flops_by_reg.png
Scale: 3 px per µm. Other sequential cells in the stronger grey, the rest of the logic in the fainter grey.
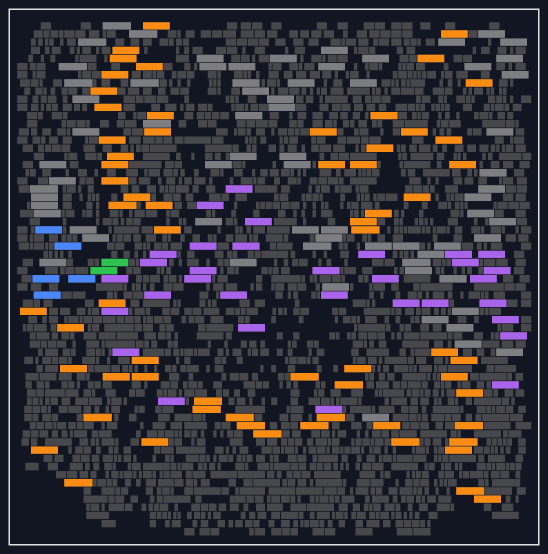
layer_met2.png
Scale: 1.5 px per µm.
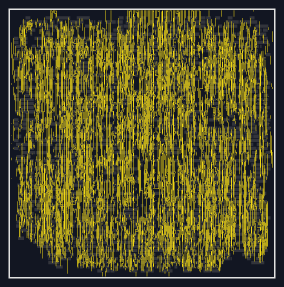
detail.png
Window x 68 to 108, y 105 to 145 µm. Cells in grey, sequential cells in the stronger grey; small squares are vias.
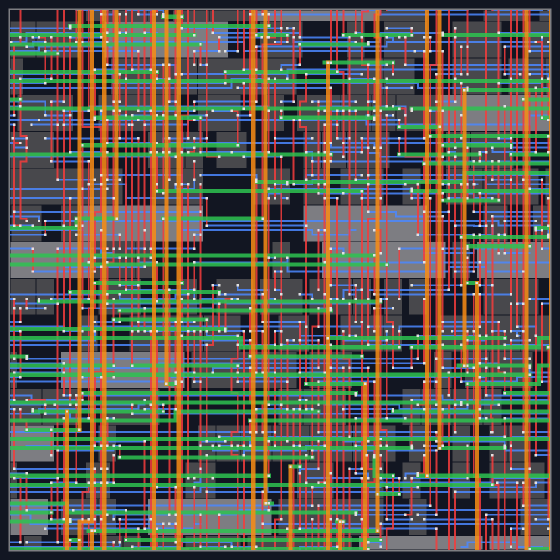
<file path="src/rtl/hilo_pkg.sv">
// Shared definitions for the HI/LO multiply/divide sequencer: command encoding,
// FSM state type and default widths.
package hilo_pkg;

    localparam int WIDTH = 32;
    localparam int CNT_W = 5;

    localparam logic [2:0] OP_MULT  = 3'b000;
    localparam logic [2:0] OP_MULTU = 3'b001;
    localparam logic [2:0] OP_DIV   = 3'b010;
    localparam logic [2:0] OP_DIVU  = 3'b011;
    localparam logic [2:0] OP_MTHI  = 3'b100;
    localparam logic [2:0] OP_MTLO  = 3'b101;

    typedef enum logic [1:0] {
        IDLE  = 2'd0,
        CALC  = 2'd1,
        FIXUP = 2'd2
    } state_t;

    // Codes 000..011 are the iterative ops; MSB set means MT or reserved.
    function automatic logic is_muldiv(input logic [2:0] code);
        return code[2] == 1'b0;
    endfunction

endpackage

</file>
<file path="src/rtl/muldiv_step.sv">
// One iteration of the shared datapath: right-shifting shift-add multiply
// ({partial, multiplier}) or left-shifting restoring divide ({rem, quotient}).
module muldiv_step #(
    parameter int WIDTH = hilo_pkg::WIDTH
) (
    input  logic [2*WIDTH-1:0] acc,
    input  logic [WIDTH-1:0]   opnd,
    input  logic               is_div,
    output logic [2*WIDTH-1:0] acc_nxt
);

    logic [WIDTH:0] sum;
    logic [WIDTH:0] trial;

    always_comb begin
        sum   = {1'b0, acc[2*WIDTH-1:WIDTH]} + {1'b0, opnd & {WIDTH{acc[0]}}};
        // Shifted remainder is one bit wider than the divisor; a borrow means restore.
        trial = acc[2*WIDTH-1:WIDTH-1] - {1'b0, opnd};
        if (is_div) begin
            if (trial[WIDTH]) begin
                acc_nxt = {acc[2*WIDTH-2:0], 1'b0};
            end else begin
                acc_nxt = {trial[WIDTH-1:0], acc[WIDTH-2:0], 1'b1};
            end
        end else begin
            acc_nxt = {sum, acc[WIDTH-1:1]};
        end
    end

endmodule

</file>
<file path="src/rtl/hilo_muldiv_seq.sv">
// HI/LO owner: immediate MTHI/MTLO, iterative MULT/MULTU/DIV/DIVU with a
// final sign fix-up, and a pipeline stall while an operation is in flight.
//
//   state | meaning
//   IDLE  | accepts commands; MT ops write HI/LO directly
//   CALC  | WIDTH unsigned iterations on magnitudes
//   FIXUP | apply signs, write HI/LO, pulse done
module hilo_muldiv_seq #(
    parameter int WIDTH = hilo_pkg::WIDTH,
    parameter int CNT_W = hilo_pkg::CNT_W
) (
    input  logic             clk,
    input  logic             reset_n,
    input  logic             op_valid,
    input  logic [2:0]       op,
    input  logic [WIDTH-1:0] rs_val,
    input  logic [WIDTH-1:0] rt_val,
    input  logic             mf_req,
    output logic [WIDTH-1:0] hi,
    output logic [WIDTH-1:0] lo,
    output logic             busy,
    output logic             stall,
    output logic             done
);

    import hilo_pkg::*;

    state_t             state;
    state_t             state_nxt;
    logic [CNT_W-1:0]   cnt;
    logic [2*WIDTH-1:0] acc;
    logic [2*WIDTH-1:0] acc_step;
    logic [WIDTH-1:0]   opnd;
    logic               is_div;
    logic               neg_res;
    logic               neg_rem;
    logic               div_zero;

    logic               op_signed;
    logic               a_neg;
    logic               b_neg;
    logic [WIDTH-1:0]   a_mag;
    logic [WIDTH-1:0]   b_mag;
    logic [2*WIDTH-1:0] prod_fix;
    logic [WIDTH-1:0]   fix_hi;
    logic [WIDTH-1:0]   fix_lo;
    logic               last_iter;

    muldiv_step #(.WIDTH(WIDTH)) u_step (
        .acc     (acc),
        .opnd    (opnd),
        .is_div  (is_div),
        .acc_nxt (acc_step)
    );

    assign busy      = (state != IDLE);
    assign stall     = busy & (op_valid | mf_req);
    assign last_iter = (cnt == CNT_W'(WIDTH - 1));

    always_comb begin
        op_signed = ~op[0];
        a_neg     = op_signed & rs_val[WIDTH-1];
        b_neg     = op_signed & rt_val[WIDTH-1];
        a_mag     = a_neg ? -rs_val : rs_val;
        b_mag     = b_neg ? -rt_val : rt_val;
    end

    // Divide by zero bypasses the quotient sign so LO is all-ones for DIV too;
    // the remainder path already yields the original dividend.
    always_comb begin
        prod_fix = neg_res ? -acc : acc;
        fix_hi   = acc[2*WIDTH-1:WIDTH];
        fix_lo   = acc[WIDTH-1:0];
        if (!is_div) begin
            fix_hi = prod_fix[2*WIDTH-1:WIDTH];
            fix_lo = prod_fix[WIDTH-1:0];
        end else begin
            if (neg_rem) begin
                fix_hi = -acc[2*WIDTH-1:WIDTH];
            end
            if (div_zero) begin
                fix_lo = '1;
            end else if (neg_res) begin
                fix_lo = -acc[WIDTH-1:0];
            end
        end
    end

    always_comb begin
        state_nxt = state;
        case (state)
            IDLE:    if (op_valid && is_muldiv(op)) state_nxt = CALC;
            CALC:    if (last_iter) state_nxt = FIXUP;
            FIXUP:   state_nxt = IDLE;
            default: state_nxt = IDLE;
        endcase
    end

    always_ff @(posedge clk or negedge reset_n) begin
        if (!reset_n) begin
            state    <= IDLE;
            cnt      <= '0;
            acc      <= '0;
            opnd     <= '0;
            is_div   <= 1'b0;
            neg_res  <= 1'b0;
            neg_rem  <= 1'b0;
            div_zero <= 1'b0;
            hi       <= '0;
            lo       <= '0;
            done     <= 1'b0;
        end else begin
            state <= state_nxt;
            done  <= (state == FIXUP);
            case (state)
                IDLE: begin
                    if (op_valid) begin
                        if (op == OP_MTHI) begin
                            hi <= rs_val;
                        end else if (op == OP_MTLO) begin
                            lo <= rs_val;
                        end else if (is_muldiv(op)) begin
                            is_div   <= op[1];
                            neg_res  <= a_neg ^ b_neg;
                            neg_rem  <= a_neg;
                            div_zero <= (rt_val == '0);
                            cnt      <= '0;
                            // Multiply keeps the multiplier in the low half; divide
                            // keeps the dividend there as the quotient seed.
                            if (op[1]) begin
                                acc  <= {{WIDTH{1'b0}}, a_mag};
                                opnd <= b_mag;
                            end else begin
                                acc  <= {{WIDTH{1'b0}}, b_mag};
                                opnd <= a_mag;
                            end
                        end
                    end
                end
                CALC: begin
                    acc <= acc_step;
                    cnt <= cnt + 1'b1;
                end
                FIXUP: begin
                    hi <= fix_hi;
                    lo <= fix_lo;
                end
                default: ;
            endcase
        end
    end

endmodule

</file>
<file path="config.mk">
export PLATFORM = sky130hd
export DESIGN_NAME = hilo_muldiv_seq
export DESIGN_NICKNAME = d
export VERILOG_FILES = /design/src/rtl/hilo_pkg.sv /design/src/rtl/muldiv_step.sv /design/src/rtl/hilo_muldiv_seq.sv
export SDC_FILE = /design/constraint.sdc
export NUM_CORES = 1
export LEC_CHECK = 0
export CAP_MARGIN = 40
export CORE_AREA = 2 2 174 176
export DETAILED_ROUTE_END_ITERATION = 12
export DIE_AREA = 0 0 176 178
export GPL_TIMING_DRIVEN = 0
export PLACE_DENSITY = 0.73
export SYNTH_ARGS = -nofsm -noshare
export SYNTH_HDL_FRONTEND = slang
export SYNTH_HIERARCHICAL = 1
export SYNTH_SLANG_ARGS = --single-unit
</file>
<file path="constraint.sdc">
create_clock -name clk -period 3.13 [get_ports clk]
set_input_delay 0.7825 -clock clk [delete_from_list [all_inputs] [get_ports clk]]
set_output_delay 0.7825 -clock clk [all_outputs]
set_load 0.02 [all_outputs]
</file>
==> results.json <==
{
  "path_delay_family": "AND-OR/OR-AND gates",
  "finalSetupViolations": 32,
  "yosys_register_bits": 172,
  "synthDominantAreaCellType": "dfrtp_1",
  "hpwlAfterDp_mm": 48.6,
  "destination_of_the_worst_register_to_register_timing_path": "acc[61]",
  "violations": "negative setup slack",
  "syn2layout_area_growth_pct": 26.6,
  "worst-setup-path-type": "reg -> reg",
  "aoi_share_pct": 25.7,
  "met1Wirelength_mm": 26.4,
  "worstHoldPathType": "in -> async",
  "layout_min_cycle_time_ns": 3.23,
  "post_route_skew_ns": 0.0149,
  "critPathRequiredTime_ns": 3.46,
  "most_common_cell": "nand2_1",
  "setup_ws_ns": -0.100,
  "routedWlPerCell_um": 25.8,
  "numPlacedInstances": 2439,
  "post_synth_and_or_nand_nor_area_fraction_pct": 20.5,
  "cp_num_cells": 14,
  "end_point_of_the_critical_path": "acc[61]",
  "outcome": "finished with violations",
  "timing.hold.ws_ns": 0.309,
  "chipHeight_um": 178,
  "synth_nets": 2051,
  "syn-mean-instance-area_um2": 8.19,
  "core-area_um2": 29400,
  "synth_top_flop_cell": "dfrtp_1",
  "yosys.stat.chipArea_um2": 15600,
  "rows": 63,
  "grt_setup_unrepaired": "yes",
  "xor_xnor_share_of_the_synthesized_area_pct": 9.64,
  "grt_usage_pct": 40.8,
  "count_of_input_and_output_buffers": 132,
  "rr_worst_depth": 14,
  "ant_nets": 0,
  "post_cts_buffers": 29,
  "grt_max_degree": 106,
  "postSynthSeqShare_pct": 27.5,
  "cts_num_sinks": 172,
  "crit_path_cell_trace": "buf_4 > buf_12 > and2_4 > ha_4 > a21oi_1 > o21ai_1 > a311oi_2 > and3_4 > a21oi_4 > a31oi_2 > nor2_2 > xnor2_1 > a22oi_1 > a22o_1",
  "first_pass_grt_wire_length_mm": 96.5,
  "met3_length_mm": 7.35,
  "clockRootBuffer": "clkbuf_16"
}
## Picture notes: flops_by_reg.png
| netlist name | colour | flops |
|---|---|---|
| state | green | 2 |
| cnt | blue | 5 |
| hi | purple | 32 |
| acc | orange | 64 |

## Picture notes: layer_met2.png
wire length on this layer: 28.0 mm
longest straight run: 61.5 µm

## Picture notes: detail.png
| layer | colour |
|---|---|
| metal 4 | orange |
| metal 3 | green |
| metal 2 | red |
| metal 1 | blue |
sequential cells in the window: 9
cells with their middle in the window: 119
most frequent: nand2_1 (22), xor2_1 (12), dfrtp_1 (9)
netlist names of flops here include: lo (5), acc (2), hi (2)

## state kept, by name, indices dropped and copies added, names as in the netlist
name / count
state: 2
neg_rem: 1
hi: 32
neg_res: 1
cnt: 5
div_zero: 1
is_div: 1
done: 1
lo: 32
acc: 64
opnd: 32
## where the power goes
part	internal (mW)	leakage, nW	switching [mW]
Clock	1.21	0.293	1.09
Sequential	3.28	2.09	1.65
Combinational	8.89	5.47	10.7
## cell type report
type | count | area [µm²] | area share (%)
Buffer | 115 | 533 | 2.70
Sequential cell | 172 | 4340 | 21.9
Timing Repair Buffer | 217 | 2110 | 10.7
Clock inverter | 15 | 178 | 0.899
Multi-Input combinational cell | 1549 | 11400 | 57.9
Tap cell | 390 | 488 | 2.47
Clock buffer | 17 | 425 | 2.15
Inverter | 66 | 250 | 1.27
Power and IR drop assume default switching activity.
